Figure 1. Placed standard cells (run 1).
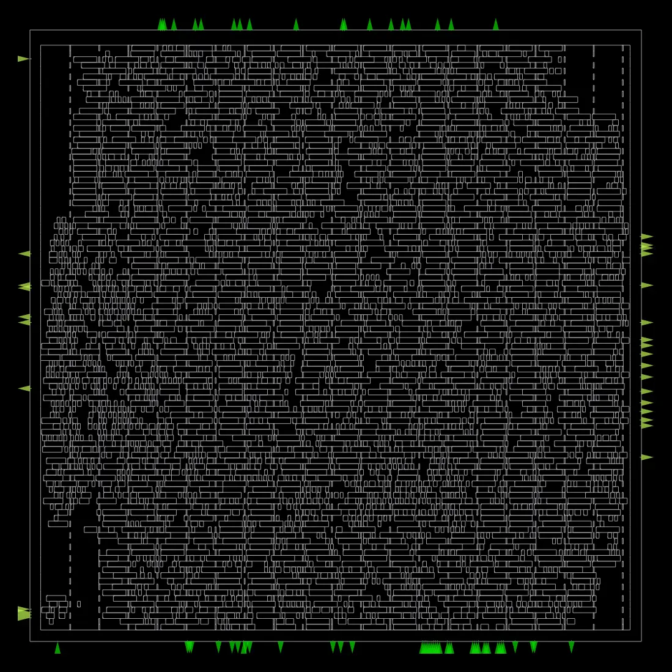
Figure 2. PDN straps and rails (run 1).
Drawn at 1.5 px/µm. Pins as bars on the die edge.
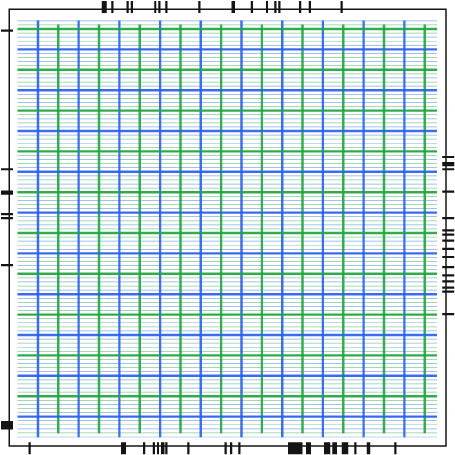
Figure 3. Routed metal per tile (run 1).
Drawn at 1 px/µm. 29 x 29 tiles, from dark purple (low) to yellow (high), scaled to the fullest tile. Values are wire area over tile area, all layers added.
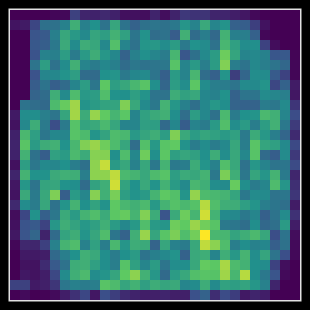
Figure 4. Layout detail (run 1).
Window x 120 to 170, y 178 to 228 µm. Cells in gray, sequential cells in the stronger gray; small squares are vias.
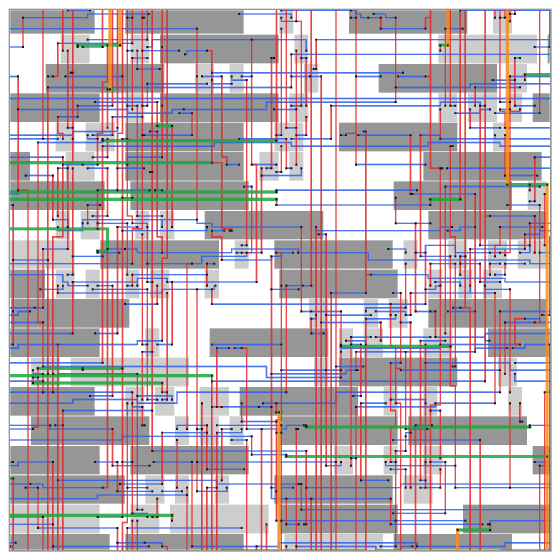
==> config.mk <==
export PLATFORM = sky130hd
export DESIGN_NAME = inpack
export DESIGN_NICKNAME = d
export VERILOG_FILES = /design/src/rtl/inpack_pkg.sv /design/src/rtl/inpack_fifo.sv /design/src/rtl/inpack.sv
export SDC_FILE = /design/constraint.sdc
export NUM_CORES = 1
export LEC_CHECK = 0
export ABC_AREA = 1
export CAP_MARGIN = 20
export CELL_PAD_IN_SITES_DETAIL_PLACEMENT = 1
export CELL_PAD_IN_SITES_GLOBAL_PLACEMENT = 1
export CORE_MARGIN = 5
export CORE_UTILIZATION = 51
export CTS_CLUSTER_DIAMETER = 200
export DETAILED_ROUTE_END_ITERATION = 10
export MAX_ROUTING_LAYER = met4
export PLACE_DENSITY_LB_ADDON = 0.1
export SLEW_MARGIN = 20
export SYNTH_ARGS = -nofsm -noshare
export SYNTH_HDL_FRONTEND = slang
export SYNTH_SLANG_ARGS = --single-unit
export TNS_END_PERCENT = 1
==> constraint.sdc <==
create_clock -name adclk -period 7.2 [get_ports adclk]
set_input_delay 1.08 -clock adclk [delete_from_list [all_inputs] [get_ports adclk]]
set_output_delay 1.08 -clock adclk [all_outputs]
set_load 0.05 [all_outputs]
==> src/rtl/inpack_pkg.sv <==
// inpack_pkg: shared state encoding, pixel field offsets and word packing helper for inpack
package inpack_pkg;

    typedef enum logic [1:0] {
        IDLE,
        RUN,
        DROP
    } state_t;

    localparam int SYNC_BIT = 24;
    localparam int R_HI     = 23;
    localparam int R_LO     = 16;
    localparam int G_HI     = 15;
    localparam int G_LO     = 8;
    localparam int B_HI     = 7;
    localparam int B_LO     = 0;
    localparam int PIXW     = 24;
    localparam int WORDW    = 32;

    // Three words carry four pixels; phase selects which bytes of the previous
    // and current pixel complete the word (phase 0 never completes a word).
    function automatic logic [WORDW-1:0] pack_word(
        input logic [1:0]      ph,
        input logic [PIXW-1:0] prev,
        input logic [PIXW-1:0] cur
    );
        return (ph == 2'd1) ? {cur[B_HI:B_LO], prev} :
               (ph == 2'd2) ? {cur[G_HI:B_LO], prev[R_HI:G_LO]} :
                              {cur, prev[R_HI:R_LO]};
    endfunction

endpackage

==> src/rtl/inpack_fifo.sv <==
// inpack_fifo: first-word fall-through FIFO; push refused when full even if popping the same cycle
module inpack_fifo #(
    parameter int W  = 56,
    parameter int AW = 4
) (
    input  logic         clk,
    input  logic         rst_n,
    input  logic         i_push,
    input  logic [W-1:0] i_wdata,
    input  logic         i_pop,
    output logic [W-1:0] o_rdata,
    output logic         o_full,
    output logic         o_empty
);

    localparam int DEPTH = 1 << AW;

    logic [W-1:0]  r_mem [DEPTH];
    logic [AW-1:0] r_wptr;
    logic [AW-1:0] r_rptr;
    logic [AW:0]   r_count;
    logic          w_push;
    logic          w_pop;

    assign o_full  = r_count == (AW+1)'(DEPTH);
    assign o_empty = r_count == '0;
    assign o_rdata = o_empty ? '0 : r_mem[r_rptr];
    assign w_push  = i_push && !o_full;
    assign w_pop   = i_pop && !o_empty;

    // Pointers and occupancy; reset empties the FIFO
    always_ff @(posedge clk or negedge rst_n) begin
        if (!rst_n) begin
            r_wptr  <= '0;
            r_rptr  <= '0;
            r_count <= '0;
        end else begin
            r_wptr  <= r_wptr + AW'(w_push);
            r_rptr  <= r_rptr + AW'(w_pop);
            r_count <= r_count + (AW+1)'(w_push) - (AW+1)'(w_pop);
        end
    end

    // Storage array, written on accepted pushes
    always_ff @(posedge clk) begin
        if (w_push) r_mem[r_wptr] <= i_wdata;
    end

endmodule

==> src/rtl/inpack.sv <==
// inpack: packs 24-bit pixels into 32-bit words with double-buffered frame addresses; optional INPACK_FRAMECNT_EN adds per-frame pixel count
module inpack
    import inpack_pkg::*;
#(
    parameter int FIFOAW     = 4,
    parameter int ADDRW      = 24,
    parameter int FRAMEWORDS = 388800
) (
    input  logic             adclk,
    input  logic             rstn,
    input  logic             inde,
    input  logic [24:0]      indat,
    output logic             wvalid,
    input  logic             wready,
    output logic [31:0]      wdata,
    output logic [ADDRW-1:0] waddr,
    output logic             curframe,
    output logic             ovf,
    input  logic             ovfclr
`ifdef INPACK_FRAMECNT_EN
    ,
    output logic [23:0]      lastcnt,
    output logic             cntvalid
`endif
);

    state_t                r_state;
    state_t                w_state_nxt;
    logic [1:0]            r_phase;
    logic [ADDRW-1:0]      r_widx;
    logic [PIXW-1:0]       r_prev;
    logic                  r_curframe;
    logic                  r_ovf;
    logic                  w_sync;
    logic                  w_accept;
    logic [1:0]            w_ph;
    logic [ADDRW-1:0]      w_idx;
    logic                  w_gen;
    logic                  w_inrange;
    logic                  w_want;
    logic                  w_full;
    logic                  w_empty;
    logic                  w_drop;
    logic                  w_push;
    logic                  w_toggle;
    logic [ADDRW-1:0]      w_base;
    logic [WORDW+ADDRW-1:0] w_wentry;
    logic [WORDW+ADDRW-1:0] w_rentry;

    // A sync pixel restarts packing at pixel 0 / word 0 regardless of state
    assign w_sync    = inde && indat[SYNC_BIT];
    assign w_accept  = inde && (r_state == RUN || w_sync);
    assign w_ph      = w_sync ? 2'd0 : r_phase;
    assign w_idx     = w_sync ? '0 : r_widx;
    assign w_gen     = w_accept && w_ph != 2'd0;
    assign w_inrange = w_idx < ADDRW'(FRAMEWORDS);
    assign w_want    = w_gen && w_inrange;
    assign w_drop    = w_want && w_full;
    assign w_push    = w_want && !w_full;
    assign w_base    = r_curframe ? ADDRW'(FRAMEWORDS) : '0;
    assign w_wentry  = {w_base + w_idx, pack_word(w_ph, r_prev, indat[PIXW-1:0])};

    assign wvalid   = !w_empty;
    assign wdata    = w_rentry[WORDW-1:0];
    assign waddr    = w_rentry[WORDW +: ADDRW];
    assign curframe = r_curframe;
    assign ovf      = r_ovf;

    inpack_fifo #(
        .W  (WORDW + ADDRW),
        .AW (FIFOAW)
    ) u_fifo (
        .clk     (adclk),
        .rst_n   (rstn),
        .i_push  (w_push),
        .i_wdata (w_wentry),
        .i_pop   (wvalid && wready),
        .o_rdata (w_rentry),
        .o_full  (w_full),
        .o_empty (w_empty)
    );

    // State register
    always_ff @(posedge adclk or negedge rstn) begin
        if (!rstn) r_state <= IDLE;
        else       r_state <= w_state_nxt;
    end

    // Next state and frame toggle from the sync marker and overflow drop
    always_comb begin
        w_state_nxt = r_state;
        w_toggle    = 1'b0;
        if (w_sync) begin
            w_state_nxt = RUN;
            w_toggle    = r_state != IDLE;
        end else if (w_drop) begin
            w_state_nxt = DROP;
        end
    end

    // Pack phase, word index, residue pixel, frame select and sticky overflow
    always_ff @(posedge adclk or negedge rstn) begin
        if (!rstn) begin
            r_phase    <= '0;
            r_widx     <= '0;
            r_prev     <= '0;
            r_curframe <= 1'b0;
            r_ovf      <= 1'b0;
        end else begin
            if (w_accept) begin
                r_phase <= w_ph + 2'd1;
                r_prev  <= indat[PIXW-1:0];
                r_widx  <= w_want ? w_idx + ADDRW'(1) : w_idx;
            end
            if (w_toggle) r_curframe <= !r_curframe;
            r_ovf <= w_drop || (r_ovf && !ovfclr);
        end
    end

`ifdef INPACK_FRAMECNT_EN
    logic [23:0] r_pcnt;
    logic [23:0] r_lastcnt;
    logic        r_cntvalid;

    assign lastcnt  = r_lastcnt;
    assign cntvalid = r_cntvalid;

    // Count every pixel seen since the last frame start, including dropped ones
    always_ff @(posedge adclk or negedge rstn) begin
        if (!rstn) begin
            r_pcnt     <= '0;
            r_lastcnt  <= '0;
            r_cntvalid <= 1'b0;
        end else begin
            r_cntvalid <= 1'b0;
            if (w_sync) begin
                if (r_state != IDLE) begin
                    r_lastcnt  <= r_pcnt;
                    r_cntvalid <= 1'b1;
                end
                r_pcnt <= 24'd1;
            end else if (inde && r_state != IDLE) begin
                r_pcnt <= r_pcnt + 24'd1;
            end
        end
    end
`endif

endmodule

==> results_dict.tcl, run 1 <==
# yosys + openroad results
set metrics [dict create \
    status "complete, no violations" \
    rsz0062_at_grt "no" \
    seq_area_share_pct 63.47 \
    timing.hold.ws_ns 0.5110 \
    ios 89 \
    ys_seq_share_pct 71.43 \
    worstRegToRegCells 9 \
    cp-endpoint "wdata[6]" \
    hold_depth 2 \
    min_period_ns 5.906 \
    synth_flops 963 \
    crit_chain "inv_4, buf_4, o21ai_0, o211ai_1, o211ai_1, a21oi_1, clkdlybuf4s50_1" \
    maxSlewHeadroom_pct 24.67 \
    wl_per_cell_um 26.77 \
    synth.distinct_cells 43 \
    worst_pin_slew_ns 1.130 \
    grt_pass1_vias 28440 \
    max-cap-violations 0 \
    first_pass_iters 5 \
    signal_buffers 154 \
    clock_sinks 963 \
    power.leakage_nw 15.04 \
    ys_sh_aoi_pct 13.52 \
    critPathKind "register to output port" \
    comb_area_um2 10040 \
    setup-violations-final 0 \
    syn_to_final_growth_pct 12.59 \
    whs_endpoint "r_state[0]$_DFFE_PN0P_" \
    timing.rr.start "r_state[1]$_DFFE_PN0P_" \
    layout_setup_ws_ns 1.294 \
    comb_area_share_pct 22.28 \
    seq_power_share_pct 36.7 \
    power.switching_w 0.008513 \
    wl_met1_mm 49.44 \
    maxSlewViolCount 0 \
    dp.cells 4242 \
    synthTopLogicFamily "AND-OR/OR-AND gates" \
    synth_area_per_cell_um2 12.25 \
    edf_count 896 \
    grt_max_degree 229 \
    cp_slowest_cell "clkdlybuf4s50_1" \
    hold_viol 0 \
    yosys.area.top_type "edfxtp_1" \
    min-delay-start "r_state[0]$_DFFE_PN0P_" \
    yosys.cell_count.top_type "edfxtp_1" \
    cp_num_buf_inv 3 \
    via_count 27250 \
    power.density_nw_per_um2 464.2 \
    drive_gt1_share_pct 8.033 \
    logic_gate_count 1965 \
    cp.depth 7 \
    groute.layer.met2.usage_pct 46.38 \
    vias_per_cell 6.156 \
    power.share.clock_pct 24.2 \
    internal_power_w 0.01240 \
    design.seq.count 963 \
    clockBufferCount 130 \
    grt_pass1_wl_mm 178.0 \
    inv_count 122 \
    ant_nets 0 \
    fin_crit_sh_pct 82.03 \
    hpwl_mm 63.68 \
    dpl_cell_area_um2 41750 \
    core-area_um2 77590 \
    cts_tree "done" \
    cpPeakStageDelay_ns 0.91 \
    die_h_um 290.1 \
    cp_max_fo 76 \
    power_w 0.02092 \
    p_seq_w 0.00767 \
    highest_layer "met4" \
    swShare_pct 40.70 \
    top_usage_layer "met2" \
    numCtsBuffers 99 \
]
-- Figure 1 (at the start) --
final core utilization: 58.06%
Non-Filler Instances: 4427
standard-cell rows: 102

-- Figure 2 (at the start) --
[VDD] green
[VSS] blue
met4 straps: 20
signal pins: 89
rows: 102

-- Figure 3 (at the start) --
mean over tiles: 0.22
fullest tile: 0.50
nearly empty tiles: 5.9%
densest ninth of the die: middle
tiles over half the peak: 44%

-- Figure 4 (at the start) --
[metal 1] blue
[metal 4] orange
[metal 3] green
[metal 2] red
most frequent: edfxtp_1 (40), nor2_1 (27), o21ai_0 (21)
netlist names of flops here include: u_fifo.r_mem (40)
cells with their middle in the window: 112
sequential cells in the window: 40

==> run 2, diff against run 1 <==
- clock period: 7.2 -> 5.7 ns (I/O delays scaled with it)
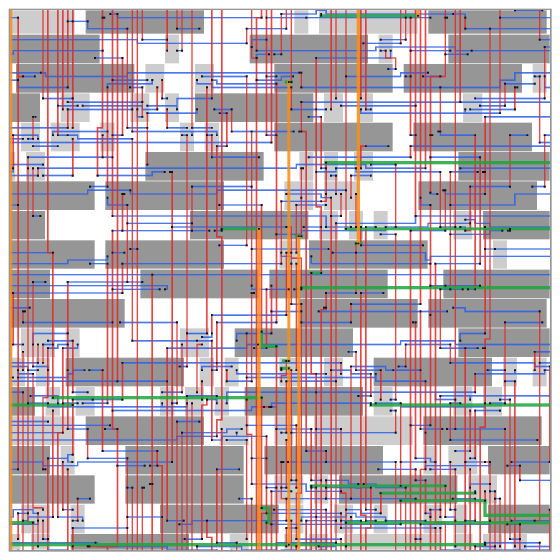
Figure 5: run 2, layout detail.
Window x 120 to 170, y 178 to 228 µm. Cells in gray, sequential cells in the stronger gray; small squares are vias.
[metal 2] red
[metal 3] green
[metal 4] orange
[metal 1] blue
cells with their middle in the window: 119
most frequent: edfxtp_1 (43), nor2_1 (29), o21ai_0 (23)
sequential cells in the window: 43
netlist names of flops here include: u_fifo.r_mem (43)

==> run 2 against run 1 <==
Net effect:
- critical path type unchanged
- sequential share of layout area is 0.43 points lower
- register-to-register slack worse by 1.7 ns
- synthesized area stayed put
- highest routed layer unchanged
==> results_dict.tcl, run 2 <==
# yosys + openroad results
set metrics [dict create \
    status "complete, no violations" \
    cpPeakStageDelay_ns 0.91 \
    seq_power_share_pct 36.0 \
    min_period_ns 4.981 \
    cp_num_buf_inv 3 \
    power.density_nw_per_um2 586.3 \
    seq_area_share_pct 63.04 \
    groute.layer.met2.usage_pct 46.32 \
    dpl_cell_area_um2 42140 \
    dp.cells 4267 \
    grt_max_degree 229 \
    synth_area_per_cell_um2 12.25 \
    cts_tree "done" \
    first_pass_iters 5 \
    synth.distinct_cells 43 \
    edf_count 896 \
    ys_sh_aoi_pct 13.52 \
    core-area_um2 77590 \
    worstRegToRegCells 16 \
    ys_seq_share_pct 71.43 \
    swShare_pct 40.70 \
    vias_per_cell 6.140 \
    highest_layer "met4" \
    instances_no_fill 4450 \
    design.seq.count 963 \
    comb_area_share_pct 21.98 \
    clockBufferCount 127 \
    logic_gate_count 1965 \
    worst_pin_slew_ns 1.210 \
    timing.hold.ws_ns 0.2368 \
    critPathKind "register to output port" \
    max-cap-violations 0 \
    hpwl_mm 62.53 \
    synth_flops 963 \
    power.switching_w 0.01082 \
    grt_pass1_wl_mm 178.5 \
    ios 89 \
    yosys.cell_count.top_type "edfxtp_1" \
    power_w 0.02659 \
    maxSlewViolCount 0 \
    cp-endpoint "waddr[13]" \
    post-route-util_pct 58.46 \
]
